==> config.mk <==
export PLATFORM = sky130hd
export DESIGN_NAME = spi_mode3_target_flat
export DESIGN_NICKNAME = d
export VERILOG_FILES = /design/src/rtl/spi_mode3_target_if.sv /design/src/rtl/spi_mode3_target.sv /design/src/flat_wrapper.sv
export SDC_FILE = /design/constraint.sdc
export NUM_CORES = 1
export LEC_CHECK = 0
export CORE_ASPECT_RATIO = 1.1
export CORE_MARGIN = 2
export CORE_UTILIZATION = 33
export CTS_BUF_LIST = sky130_fd_sc_hd__clkbuf_4 sky130_fd_sc_hd__clkbuf_8
export DETAILED_ROUTE_END_ITERATION = 16
export PLACE_DENSITY_LB_ADDON = 0.12
export RECOVER_POWER = 50
export SYNTH_ARGS = -nofsm -noshare
export SYNTH_HDL_FRONTEND = slang
export SYNTH_SLANG_ARGS = --single-unit
export TNS_END_PERCENT = 1
==> constraint.sdc <==
create_clock -name PCLK -period 1.8 [get_ports PCLK]
set_clock_uncertainty 0.1 [all_clocks]
set_input_delay 0.27 -clock PCLK [delete_from_list [all_inputs] [get_ports PCLK]]
set_output_delay 0.27 -clock PCLK [all_outputs]
set_load 0.1 [all_outputs]
Signal metal coverage by tile:
16 x 17 tiles, from black (low) to pale yellow (high), scaled to the fullest tile. Values are wire area over tile area, all layers added.
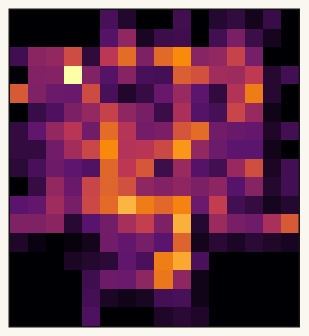
fullest tile	0.30
mean over tiles	0.075
densest ninth of the die	centre
gr usage total: 10.44%
overall via count from detail_route: 1,196
Routed Wire Length: 3.238 mm

Clock network drawn from the DEF:
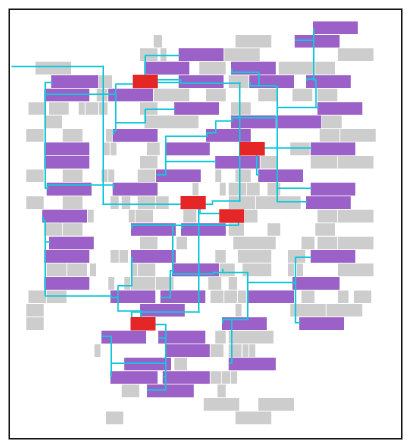
[purple] flip-flops | count: 52
[cyan] clock wires | length: 618 um
[red] clock-net drivers | count: 5
flops lie	all over the die
clock share of power: 24.6%
insertion delay of the later-clocked pin in the worst-skew pair: 0.31 ns
Clock net power: 834 uW

Gate families picked out:
Bar = 20 um.
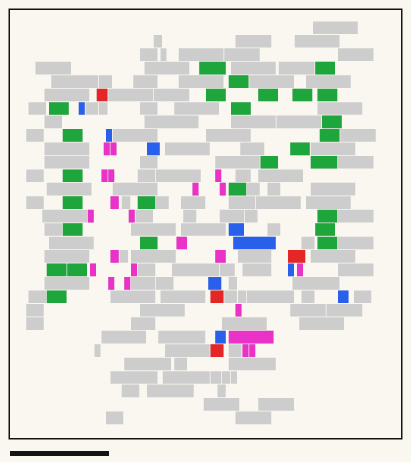
colour	family	cells
blue	nand cells	9
green	mux cells	27
magenta	nor cells	22
red	and/or cells	4
Comb/total area: 25.47%
most common library cell in the layout ignoring fill and taps: dfrtp_1
tally of non-filler cells in the final layout: 267

==> impl_metrics.env <==
# flow metrics
export IMPL_actual_transition_at_the_worst_max_transition_pin_ns=1.114
export IMPL_cts_repair_resize_count=2
export IMPL_max_clock_path_buffers=2
export IMPL_synth_compound_area_share_pct=6.610
export IMPL_drive_gt1_share_pct=41.71
export IMPL_mappedNetlistArea_um2=2044
export IMPL_timing_fmax_mhz=569.0
export IMPL_power_density_nw_per_um2=1209
export IMPL_syn_to_final_growth_pct=37.21
export IMPL_yosys_stat_area_um2=2044
export IMPL_critical_path_endpoint_type="register"
export IMPL_ff_to_ff_path_depth=5
export IMPL_design_die_area_um2=6841
export IMPL_grt_setup_unrepaired="true"
export IMPL_final_period_utilization_pct=97.63
export IMPL_drt_initial_drc_count=42
export IMPL_run_status="completed"
export IMPL_cellLeakagePower_uw=0.001281
export IMPL_worst_ep_required_time_ns=1.90
export IMPL_topCellsByArea="dfrtp_1, mux2_2, dfstp_2, nor2_1, a221o_1"
export IMPL_final_min_clock_period_ns=1.757
export IMPL_postSynthNetCount=160
export IMPL_met1_wire_length_mm=1.453
export IMPL_area_share_of_the_largest_cell_type_after_synthesis_pct=53.86
export IMPL_yosysSeqAreaShare_pct=64.14
export IMPL_numCtsBuffers=5
export IMPL_nature_of_the_critical_path_startpoint="register"
export IMPL_viasPerCell=4.479
export IMPL_commonest_cells_after_routing_fill_and_taps_aside="dfrtp_1, mux2_2, nor2_1, buf_12"
export IMPL_initial_core_util_pct=33.62
export IMPL_post_route_drc_count=0
export IMPL_maxSlewHeadroom_pct=25.75
export IMPL_die_h_um=86.55
export IMPL_clockRootBuffer="clkbuf_8"
export IMPL_post_cts_setup_buffer_count=0
export IMPL_final_comb_area_um2=714.4
export IMPL_maxSlewViolCount=0
export IMPL_synth_comb_largest_family="multiplexers"
export IMPL_instance_count_of_the_mapped_netlist=143
export IMPL_num_nets_final=203
export IMPL_io_pins=31
export IMPL_worst_r2r_setup_slack_ns=0.04
export IMPL_ys_ff=52
export IMPL_clock_transition_at_the_registers_of_the_reported_paths_ns=0.10
export IMPL_ys_sh_adder_pct=1.224
export IMPL_die_width_um=79.05
export IMPL_detailedRoute_firstPassIterationCount=4
export IMPL_met2_wl_mm=1.553
export IMPL_mux_share_pct=14.63
export IMPL_postLayoutCoreUtil_pct=46.13
critical path, cell delays in order (launching register included):
cell and delay [ns]:
dfrtp_1 0.38, ha_2 0.19, ha_4 0.13, nand4b_4 0.13, and2b_4 0.36, mux2_2 0.35
stage by stage:
stage | area, um2 | setup slack (ns) | total power [uW] | setup TNS (ns)
2_1_floorplan | 2047 | -0.06213 | 2269 | -0.4970
3_3_place_gp | 2636 | -0.03621 | 2555 | -0.2809
3_5_place_dp | 2636 | -0.08917 | 2587 | -0.6318
4_1_cts | 2760 | 0.01323 | 3424 | 0
5_1_grt | 2805 | -0.04486 | 3585 | -0.2805
6_report | 2805 | 0.04262 | 3391 | 0
cell type report:
cell class,count,area share [%]
multi-input cells,83,25.47
clock buffers,6,2.944
clock inverters,2,1.383
flip-flops and latches,52,46.83
well taps,80,3.568
repair buffers,42,19.54
inverters,2,0.2676
routing by layer:
metal,track usage [%],vias up
met4,5.172,0
li1,-,580
met5,0,-
met1,12.35,584
met3,3.646,7
met2,16.95,25
Yosys cell counts:
master	count
dfrtp_1	44
mux2_2	23
nor2_1	17
dfstp_2	8
a221o_1	5
mux2i_1	4
o21ai_0	4
a21oi_1	3
nand2_1	3
and2b_1	2
buf_2	2
buf_6	2
ha_1	2
inv_1	2
nand2b_1	2
nand3b_1	2
nor3_1	2
a21o_1	1
a31oi_1	1
and2_1	1
and3_1	1
buf_4	1
clkbuf_1	1
conb_1	1
nand4b_1	1
nand4b_4	1
nor2_2	1
nor2b_1	1
nor4bb_4	1
o21a_1	1
o21ba_2	1
o21bai_4	1
xor2_1	1
power breakdown:
part | internal [uW] | switching [uW]
sequential | 1470 | 177
clock | 455 | 379
combinational | 445 | 469
total | 2370 | 1020
Power figures rest on the tool's default switching activity, not on a simulated workload.
